===== src/rtl/multibank_timing_fsm_pkg.sv =====
// multibank_timing_fsm_pkg: bank state encoding and default timing constants
package multibank_timing_fsm_pkg;
    typedef enum logic [2:0] {
        BS_IDLE        = 3'd0,
        BS_ACTIVATING  = 3'd1,
        BS_ACTIVE      = 3'd2,
        BS_PRECHARGING = 3'd3,
        BS_REFRESHING  = 3'd4
    } bank_state_t;
    localparam int T_RCD = 3;
    localparam int T_RP  = 3;
    localparam int T_CL  = 4;
    localparam int T_RAS = 7;
    localparam int T_WR  = 2;
    localparam int T_RFC = 8;
    localparam int CNT_W = 8;
endpackage


===== src/rtl/multibank_timing_fsm_bank_fsm.sv =====
// bank_fsm: one bank's state, open row and timing counters; strobes arrive pre-qualified
module bank_fsm import multibank_timing_fsm_pkg::*; #(
    parameter int RW   = 17,
    parameter int TRCD = T_RCD,
    parameter int TRP  = T_RP,
    parameter int TRAS = T_RAS,
    parameter int TWR  = T_WR,
    parameter int TRFC = T_RFC
) (
    input  logic          clk,
    input  logic          rst,
    input  logic          halt,
    input  logic          act,
    input  logic          wr,
    input  logic          pr,
    input  logic          refresh,
    input  logic [RW-1:0] row_in,
    output bank_state_t   state,
    output logic [RW-1:0] open_row,
    output logic          ready
);
    logic [CNT_W-1:0] cnt, tras, twr;

    assign ready = (tras == '0) && (twr == '0);

    always_ff @(posedge clk) begin
        if (rst) begin
            state    <= BS_IDLE;
            cnt      <= '0;
            tras     <= '0;
            twr      <= '0;
            open_row <= '0;
        end else if (!halt) begin
            tras <= (tras != '0) ? tras - 1'b1 : '0;
            twr  <= (twr != '0) ? twr - 1'b1 : '0;
            if (act) begin
                state    <= BS_ACTIVATING;
                cnt      <= CNT_W'(TRCD);
                tras     <= CNT_W'(TRAS);
                open_row <= row_in;
            end else if (wr) begin
                twr <= CNT_W'(TWR);
            end else if (pr) begin
                state <= BS_PRECHARGING;
                cnt   <= CNT_W'(TRP);
            end else if (refresh) begin
                state <= BS_REFRESHING;
                cnt   <= CNT_W'(TRFC);
            end else if (state inside {BS_ACTIVATING, BS_PRECHARGING, BS_REFRESHING}) begin
                // leave the timed state on the edge that ends its last cycle
                cnt <= (cnt > 1) ? cnt - 1'b1 : '0;
                if (cnt <= 1)
                    state <= (state == BS_ACTIVATING) ? BS_ACTIVE : BS_IDLE;
            end
        end
    end
endmodule


===== src/rtl/multibank_timing_fsm.sv =====
// multibank_timing_fsm: command decode/legality, read-latency pipeline and per-bank FSMs
module multibank_timing_fsm import multibank_timing_fsm_pkg::*; #(
    parameter int NBANKS = 4,
    parameter int ROWS   = 131072,
    parameter int COLS   = 1024,
    parameter int TRCD   = T_RCD,
    parameter int TRP    = T_RP,
    parameter int TCL    = T_CL,
    parameter int TRAS   = T_RAS,
    parameter int TWR    = T_WR,
    parameter int TRFC   = T_RFC,
    localparam int BW    = $clog2(NBANKS),
    localparam int RW    = $clog2(ROWS),
    localparam int CW    = $clog2(COLS)
) (
    input  logic                   clk,
    input  logic                   rst,
    input  logic                   halt,
    input  logic                   ACT,
    input  logic                   RD,
    input  logic                   WR,
    input  logic                   PR,
    input  logic                   PRA,
    input  logic                   REF,
    input  logic [BW-1:0]          bank,
    input  logic [RW-1:0]          row,
    input  logic [CW-1:0]          column,
    output logic [3*NBANKS-1:0]    bank_state,
    output logic [RW*NBANKS-1:0]   open_row,
    output logic                   rd_valid,
    output logic [BW-1:0]          rd_bank,
    output logic [CW-1:0]          rd_col,
    output logic                   err
);
    localparam int PW = 1 + BW + CW;
    localparam int PD = (TCL > 1) ? TCL - 1 : 1;

    bank_state_t st [NBANKS];
    logic [NBANKS-1:0] idle, active, ready, pr_ok;
    logic [5:0] strobes;
    logic legal, go;
    logic [PW-1:0] rd_in, tap;
    logic [PW-1:0] pipe [PD];

    assign strobes = {ACT, RD, WR, PR, PRA, REF};
    assign pr_ok   = idle | (active & ready);
    assign legal   = (ACT && idle[bank]) || ((RD || WR) && active[bank]) ||
                     (PR && pr_ok[bank]) || (PRA && (&pr_ok)) || (REF && (&idle));
    assign go      = !halt && $onehot(strobes) && legal;
    assign rd_in   = {go && RD, bank, column};
    // pipe holds TCL-1 stages; the output register supplies the last cycle of latency
    assign tap     = (TCL > 1) ? pipe[PD-1] : rd_in;

    for (genvar i = 0; i < NBANKS; i++) begin : g_bank
        assign idle[i]   = st[i] == BS_IDLE;
        assign active[i] = st[i] == BS_ACTIVE;
        assign bank_state[3*i +: 3] = st[i];
        bank_fsm #(.RW(RW), .TRCD(TRCD), .TRP(TRP), .TRAS(TRAS), .TWR(TWR), .TRFC(TRFC)) u_bank (
            .clk      (clk),
            .rst      (rst),
            .halt     (halt),
            .act      (go && ACT && bank == BW'(i)),
            .wr       (go && WR && bank == BW'(i)),
            .pr       (go && active[i] && (PRA || (PR && bank == BW'(i)))),
            .refresh  (go && REF),
            .row_in   (row),
            .state    (st[i]),
            .open_row (open_row[RW*i +: RW]),
            .ready    (ready[i])
        );
    end

    always_ff @(posedge clk) begin
        if (rst) begin
            for (int k = 0; k < PD; k++) pipe[k] <= '0;
            {rd_valid, rd_bank, rd_col} <= '0;
            err <= 1'b0;
        end else if (halt) begin
            rd_valid <= 1'b0;
            err      <= 1'b0;
        end else begin
            pipe[0] <= rd_in;
            for (int k = 1; k < PD; k++) pipe[k] <= pipe[k-1];
            {rd_valid, rd_bank, rd_col} <= tap;
            err <= (|strobes) && !go;
        end
    end
endmodule


===== config.mk =====
export PLATFORM = sky130hd
export DESIGN_NAME = multibank_timing_fsm
export DESIGN_NICKNAME = d
export VERILOG_FILES = /design/src/rtl/multibank_timing_fsm_pkg.sv /design/src/rtl/multibank_timing_fsm_bank_fsm.sv /design/src/rtl/multibank_timing_fsm.sv
export SDC_FILE = /design/constraint.sdc
export NUM_CORES = 1
export LEC_CHECK = 0
export ABC_CLOCK_PERIOD_IN_PS = 4400
export CELL_PAD_IN_SITES_DETAIL_PLACEMENT = 1
export CELL_PAD_IN_SITES_GLOBAL_PLACEMENT = 1
export CORE_UTILIZATION = 38
export CTS_CLUSTER_SIZE = 16
export DETAILED_ROUTE_END_ITERATION = 8
export MAX_ROUTING_LAYER = met4
export PLACE_DENSITY_LB_ADDON = 0.1
export SLEW_MARGIN = 0
export SYNTH_ARGS = -nofsm -noshare
export SYNTH_HDL_FRONTEND = slang
export SYNTH_SLANG_ARGS = --single-unit

===== constraint.sdc =====
create_clock -name clk -period 4.4 [get_ports clk]
set_input_delay 0.88 -clock clk [delete_from_list [all_inputs] [get_ports clk]]
set_output_delay 0.88 -clock clk [all_outputs]
set_load 0.03 [all_outputs]

==> impl_metrics.yaml, run 1 <==
# synthesis and place-and-route metrics
outcome:
  status: "complete, no violations"
finish:
  nNonClkInverters: 49
  layout.area.comb_mm2: 0.005389
  fillerInstances: 3231
clock_network:
  clock_sinks: 229
  cts-root-buf: "clkbuf_16"
logic_synthesis:
  ff_type: "dfxtp_1"
  top_cell: "nand2_1"
  netlist_area_mm2: 0.01075
  yosys_area_mm2: 0.01075
  synth_nets: 1312
  synth-simple-area-share_pct: 24.62
  yosysWarnings: 0
global_routing:
  grt_start_max_net_pins: 66
  grt.total_usage_pct: 23.30
  grt_pass1_wl_um: 52920
power:
  comb_power_share_pct: 30.6
  swShare_pct: 33.68
  seq-power_mw: 2.71
detailed_routing:
  drt_iter0_markers: 515
  dr_total_vias: 9894
  drcViolationCount: 0
  routedWlPerCell_um: 17.90
  first_pass_iters: 4
timing:
  setup_viol: 0
  fin_crit_sh_pct: 96.04
  timing.final.ws_setup_ps: 174.1
  rsz0062_at_grt: "false"
placed_design:
  gp_congestion: 0.9279
  dp.cells: 1771
  portBuffers: 131
setup_path:
  crit_fanout: 8
  crit_path_start_kind: "primary input"
floorplan:
  die-area_mm2: 0.02895
==> run 1: state kept, by name, indices dropped and copies added, names as in the netlist <==
signal and cells:
rd_valid 1, g_bank.u_bank.tras 32, rd_col 10, g_bank.u_bank.cnt 32, rd_bank 2, g_bank.u_bank.open_row 68, g_bank.u_bank.state 12, g_bank.u_bank.twr 32
err 1, pipe 39
==> run 1: final timing paths <==
check	endpoint	cells past startpoint	start
min	g_bank[0].u_bank.open_row[11]	2	g_bank[0].u_bank.open_row[11]
max reg2reg	g_bank[2].u_bank.cnt[7]	10	g_bank[0].u_bank.tras[0]
max	g_bank[2].u_bank.cnt[7]	14	ACT
min reg2reg	g_bank[0].u_bank.open_row[11]	2	g_bank[0].u_bank.open_row[11]
==> run 1: metal layers <==
metal  track usage (%)  wire length [um]
met3             4.372              1379
met5                 -                 0
met4             6.463               771
met2             37.35             15100
met1             29.92             15330
==> run 1: stage by stage <==
stage	power (mW)	TNS, ps	instance area (um^2)	utilization [%]	hold slack [ps]
global placement	4.783	-62240	12990	46.75	437.6
floorplan	4.187	0	10750	-	420.3
finish	6.952	0	13860	49.87	452.0
CTS	7.021	0	13830	49.78	453.9
global route	7.418	0	13860	49.87	467.4
detailed placement	4.867	-72020	12990	46.75	444.1
==> run 1: cell usage in the layout (no fill, tap or decap), types with 21 or more instances in the layout <==
master	Yosys	layout
ha_1	22	22
nor2_1	76	74
dfxtp_1	190	190
edfxtp_1	39	39
nand2b_1	21	21
inv_1	48	48
nor3_1	48	45
a21oi_1	119	119
o21ai_0	71	71
clkbuf_16	0	26
clkdlybuf4s50_1	0	126
nand2_1	204	204
buf_4	0	80
and2_1	43	43
==> run 1: logic make-up after synthesis <==
family | Yosys count
mux | 16
simple gates | 524
compound gates | 320
buf+inv | 119
fa+ha+maj | 25
flops | 229
xor+xnor | 16
### PDN straps and rails, run 1

Bar = 50 um. Pins as bars on the die edge.
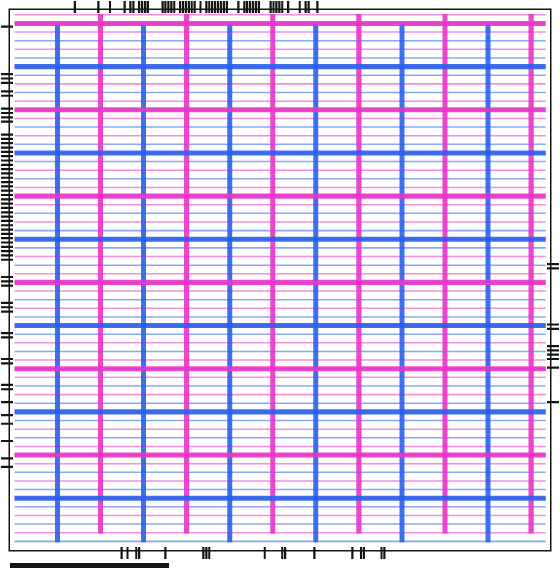
magenta -> VDD
blue -> VSS
signal pins = 132
met1 rails = 62
Die W: 170.2 um
worst vdd ir: 0.2635 mV
core area: 0.02778 mm^2

### Cells colored by class, run 1

Bar = 50 um.
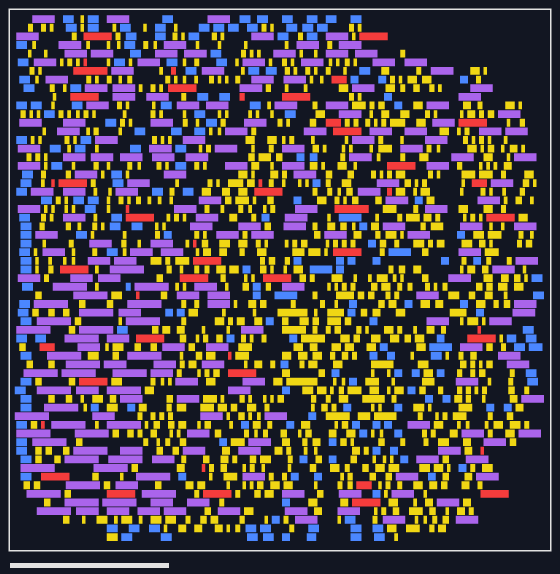
purple -> flops  # cells 229, share of their area 37%
yellow -> all other logic  # cells 950, share of their area 42%
red -> clock drivers and dummy loads  # cells 47, share of their area 6.2%
blue -> other buffers and delay cells  # cells 215, share of their area 15%
Seq area share: 35.90%
row count: 61
Final Core Density: 49.87%

### Clock distribution, run 1

Bar = 50 um.
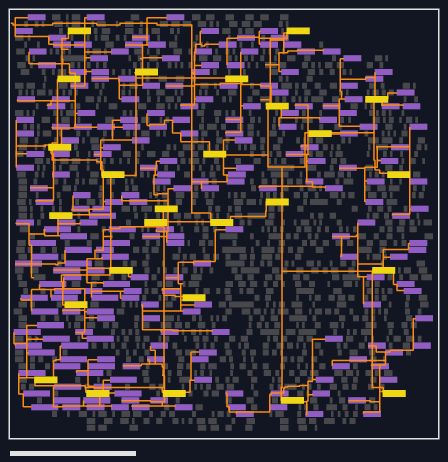
orange -> clock wires  # length 3220 um
purple -> flip-flops  # count 229
yellow -> cells driving clock nets  # count 26
routed clock nets = 27
post-route clock skew: 12.54 ps
clock-net power: 2.11 mW

### Cell placement, run 1

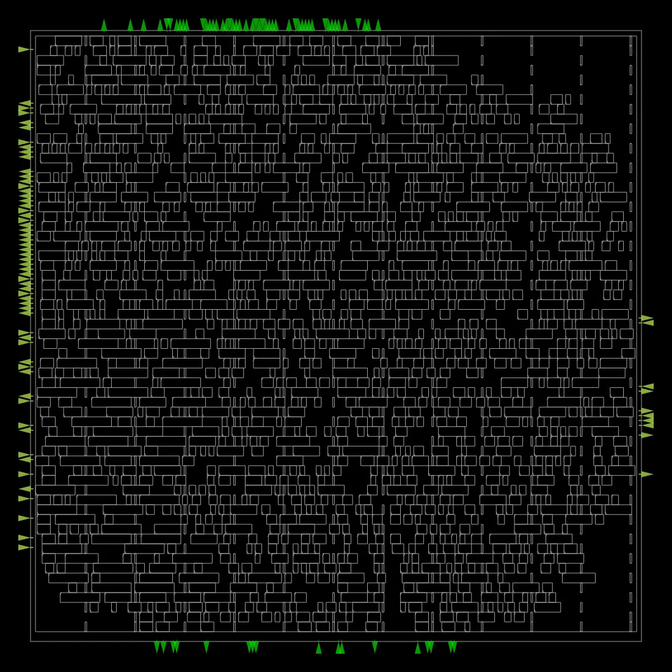

==> run 1 -> run 2 <==
--- a/config.mk
+++ b/config.mk
@@ -11,9 +11,11 @@
 export CORE_UTILIZATION = 38
 export CTS_CLUSTER_SIZE = 16
 export DETAILED_ROUTE_END_ITERATION = 8
+export GPL_TIMING_DRIVEN = 0
 export MAX_ROUTING_LAYER = met4
 export PLACE_DENSITY_LB_ADDON = 0.1
 export SLEW_MARGIN = 0
 export SYNTH_ARGS = -nofsm -noshare
 export SYNTH_HDL_FRONTEND = slang
 export SYNTH_SLANG_ARGS = --single-unit
+export TNS_END_PERCENT = 20
### Cell placement, run 2

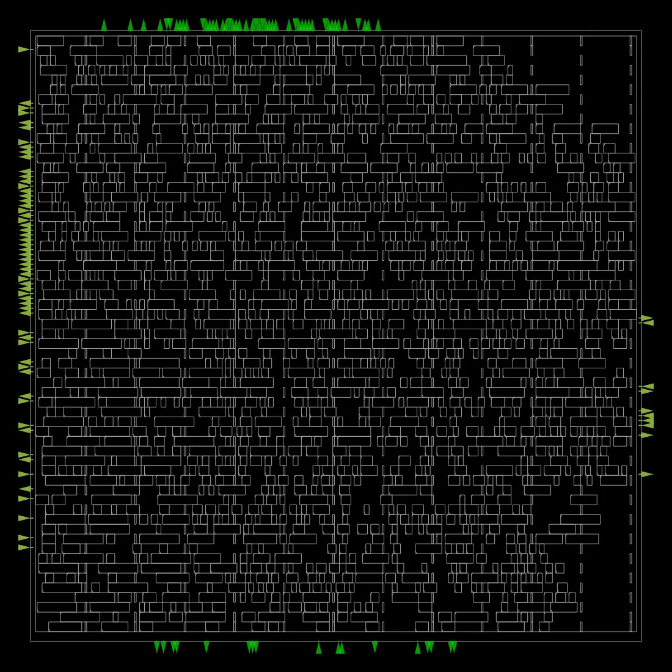
Seq area share: 36.33%
registers: 229
final-layout fill cell count: 3278
Tap Cells: 378

==> run 2 against run 1 <==
  * Register-to-register slack got worse by 250 ps
  * Routed wire length grew 11%
  * Combinational power fell by 2%
  * Count of clock-buffer cells in the layout increased by 1
  * Clock skew decreased by 3.8 ps
  * Critical path type unchanged
  * Synthesized cell count is the same
  * Via count is 2.0% higher
  * Area after synthesis unchanged
  * Largest cell class unchanged
  * Core utilization down 0.58 points
==> impl_metrics.yaml, run 2 <==
# synthesis and place-and-route metrics
outcome:
  status: "complete, no violations"
global_routing:
  grtUsageMet2_pct: 41.04
  use_met1_pct: 33.25
  grtUsageMet3_pct: 4.953
hold_path:
  holdCritStartpoint: "g_bank[0].u_bank.open_row[13]"
  min_path_cells: 2
placed_design:
  placed_area_mm2: 0.01256
  portBuffers: 131
timing:
  rsz0062_at_grt: "false"
  finalSetupTns_ps: 0
  fin_crit_sh_pct: 97.10
  setup_viol: 0
logic_synthesis:
  synth_nets: 1312
  yosysWarnings: 0
detailed_routing:
  dr_total_vias: 10090
  drcViolationCount: 0
  met2_length_um: 16600
  top_layer: "met4"
  drt_iter0_markers: 538
  drt-met1-wl_um: 16240
floorplan:
  rows: 61
setup_path:
  crit_fanout: 10
  regToRegEndpoint: "g_bank[1].u_bank.tras[6]"
  crit_path_start_kind: "primary input"
finish:
  final_util_pct: 49.29
  design_area_mm2: 0.01369
  largest_register_ffs: 68
### Wiring by layer, run 2

Two of the layers only.
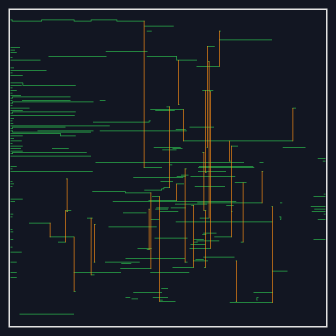
green -> met3  # wire length 2170 um
orange -> met4  # wire length 1050 um
Post-Route WL: 36060 um
drt wl/cell: 19.83 um

## run 2: cell counts after synthesis
Identical to the previous run, type by type.
## run 2: stage by stage
| step | worst slack (ps) | power [mW] | hold WS (ps) | cells |
|---|---|---|---|---|
| CTS | 11.72 | 7.122 | 454.7 | 1812 |
| global route | 3.646 | 7.486 | 474.2 | 1818 |
| finish | 127.4 | 7.081 | 452.3 | 1818 |
| floorplan | 4.664 | 4.187 | 420.3 | 1249 |
| global placement | -1711 | 4.695 | 430.3 | 1758 |
| detailed placement | -1797 | 4.789 | 445.8 | 1759 |
## run 2: cell families (layout without fill, tap and decap cells)
family,Yosys count,in the layout,share of synthesized area (%)
XOR/XNOR,16,16,1.304
buffers and inverters,119,310,4.215
AND-OR/OR-AND,320,320,18.96
adder cells (fa/ha/maj),25,25,3.121
multiplexers,16,16,1.490
flip-flops,229,229,46.30
AND/OR/NAND/NOR,524,524,24.62
## run 2: layout make-up
cell class	count	area (um^2)	share of cell area (%)
Multi-Input combinational cell	901	5445	39.76
Sequential cell	229	4975	36.33
Timing Repair Buffer	147	1431	10.45
Clock buffer	39	760.7	5.555
Tap cell	378	473.0	3.454
Buffer	66	295.3	2.156
Inverter	49	183.9	1.343
Clock inverter	9	130.1	0.9502
## run 2: worst min-delay path by stage
stage	slack, ps	to
after floorplan	420	rd_valid
after global placement	430	rd_valid
after detailed placement	450	g_bank[1].u_bank.open_row[5]
after CTS	450	g_bank[0].u_bank.open_row[13]
after global routing	470	g_bank[0].u_bank.open_row[14]
final	450	g_bank[0].u_bank.open_row[13]
## run 2: power breakdown
part | switching [mW] | internal (mW) | leakage, nW
sequential | 0.288 | 2.43 | 1.97
combinational | 1.19 | 0.887 | 2.49
clock | 0.913 | 1.37 | 0.434
total | 2.40 | 4.69 | 4.90
### Cells colored by class, run 2

Bar = 50 um.
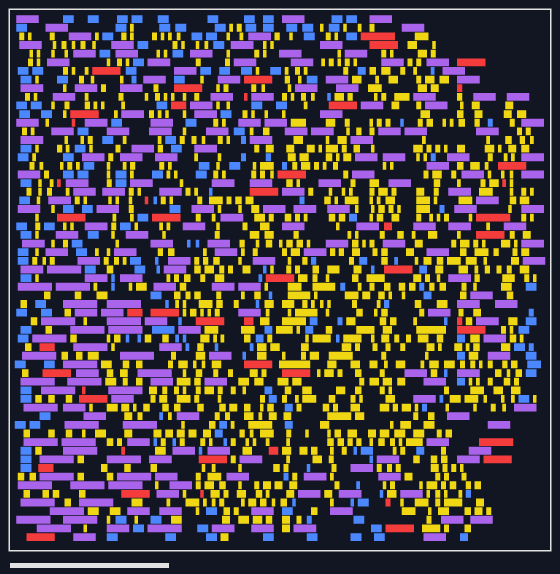

==> run 2 -> run 3 <==
--- a/config.mk
+++ b/config.mk
@@ -14,7 +14,7 @@
 export GPL_TIMING_DRIVEN = 0
 export MAX_ROUTING_LAYER = met4
 export PLACE_DENSITY_LB_ADDON = 0.1
-export SLEW_MARGIN = 0
+export SLEW_MARGIN = 10
 export SYNTH_ARGS = -nofsm -noshare
 export SYNTH_HDL_FRONTEND = slang
 export SYNTH_SLANG_ARGS = --single-unit
### Cells colored by class, run 3

Bar = 50 um.
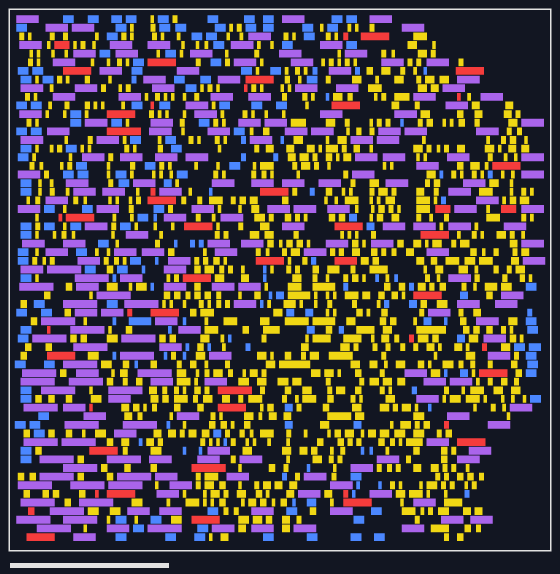
yellow -> all other logic  # cells 950, share of their area 43%
purple -> flops  # cells 229, share of their area 38%
blue -> other buffers and delay cells  # cells 211, share of their area 13%
red -> clock drivers and dummy loads  # cells 49, share of their area 6.8%
fin area: 0.01367 mm^2
Final Core Density: 49.20%
Seq area share: 36.40%

==> run 3 against run 2 <==
  * Sequential power about the same
  * Clock power is essentially flat
  * First-iteration DRC count increased by 3.7%
  * Clock skew rose by 3.1 ps
  * Critical path depth up 3
  * Setup slack lost 110 ps
==> impl_metrics.yaml, run 3 <==
# synthesis and place-and-route metrics
finish:
  largest_cell_class: "combinational gates"
  logic_gates: 901
  largest_register_ffs: 68
  layout.area.comb_mm2: 0.005434
  fillerInstances: 3251
  final_cells: 1817
  nNonClkInverters: 49
  n_all_buffers: 211
  seq_area_mm2: 0.004975
  nClkBuffers: 37
detailed_routing:
  wirelength_um: 36370
  drcViolationCount: 0
  met2_length_um: 17230
  dr_total_vias: 10120
  routedWlPerCell_um: 20.01
timing:
  finalSetupTns_ps: 0
  fin_crit_sh_pct: 99.53
  setup_viol: 0
  timing.final.ws_setup_ps: 20.83
hold_path:
  hold-path-endpoint: "g_bank[1].u_bank.open_row[0]"
  holdCritStartpoint: "g_bank[1].u_bank.open_row[0]"
  min_path_cells: 2
logic_synthesis:
  yosysWarnings: 0
  synthCells: 1249
  synth_nets: 1312
outcome:
  status: "complete, no violations"
placed_design:
  place_ws_ps: -1782
  portBuffers: 131
  dp.cells: 1759
  dp_hpwl_um: 25730
power:
  seqPwrFrac_pct: 38.3
  power.switching_mw: 2.414
  internal_power_mw: 4.668
global_routing:
  grtUsageMet2_pct: 42.39
  use_met1_pct: 33.26
floorplan:
  rows: 61
  taps: 378
  ios: 132
setup_path:
  path_buffers: 6
  crit_path_start_kind: "primary input"
  crit_fanout: 10
  regToRegEndpoint: "g_bank[3].u_bank.cnt[3]"
### Clock distribution, run 3

Bar = 50 um.
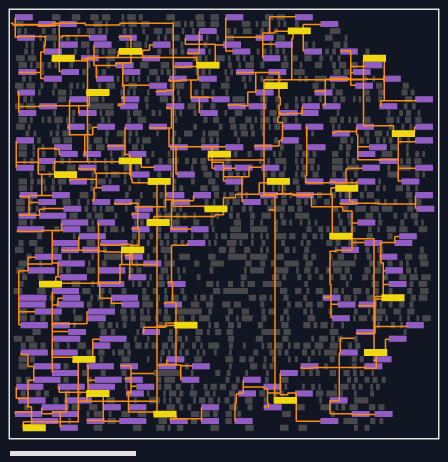
orange -> clock wires  # length 3320 um
purple -> flip-flops  # count 229
yellow -> cells driving clock nets  # count 27
routed clock nets = 28
flops lie = all over the die
post-route clock skew: 11.82 ps
clock-net power: 2.28 mW
Clock Power Share: 32.3%

-- run 3: cell counts after synthesis --
Identical to the previous run, type by type.
-- run 3: worst max-delay path by stage --
stage | slack, ps | depth (start not counted) | endpoint
floorplan | 5 | 14 | g_bank[2].u_bank.cnt[5]
global placement | -1710 | 16 | g_bank[0].u_bank.tras[6]
detailed placement | -1780 | 16 | g_bank[0].u_bank.tras[6]
CTS | 30 | 15 | g_bank[2].u_bank.cnt[7]
global route | -60 | 16 | g_bank[1].u_bank.cnt[1]
finish | 20 | 16 | g_bank[1].u_bank.cnt[7]
-- run 3: kinds of logic after synthesis --
kind of cell	Yosys count	share of synthesized area, %
AND-OR/OR-AND	320	18.96
XOR/XNOR	16	1.304
adder cells (fa/ha/maj)	25	3.121
buffers and inverters	119	4.215
flip-flops	229	46.30
multiplexers	16	1.490
AND/OR/NAND/NOR	524	24.62
-- run 3: what timing repair did --
action,in CTS,in global routing
setup buffers,6,5
pin swaps,2,3
resized,37,21
setup endpoints to repair,171,106
-- run 3: power by group through the flow --
stage	clock [mW]	combinational, mW	sequential (mW)
finish	2.28	2.08	2.72
detailed placement	0	2.04	2.75
CTS	2.34	2.07	2.71
floorplan	0	1.48	2.70
global route	2.41	2.31	2.76
global placement	0	1.96	2.74
-- run 3: worst register-to-register path, cell delays in order (launching register included) --
cell and delay [ps]:
dfxtp_1 340, inv_1 60, ha_1 180, or4b_4 500
nor4_2 700, a31o_2 340, nand4_2 290, a31oi_4 380
clkbuf_4 290, buf_2 320, nand2_1 170, o2111ai_1 180
a21oi_1 100
-- run 3: through the flow --
stage                     hold WS, ps  cell area (um^2)
after floorplan                 420.3             10750
after global placement          430.3             12540
after detailed placement        445.8             12560
after CTS                       454.2             13600
after global routing            475.4             13670
final                           451.7             13670
Power and IR drop assume default switching activity.
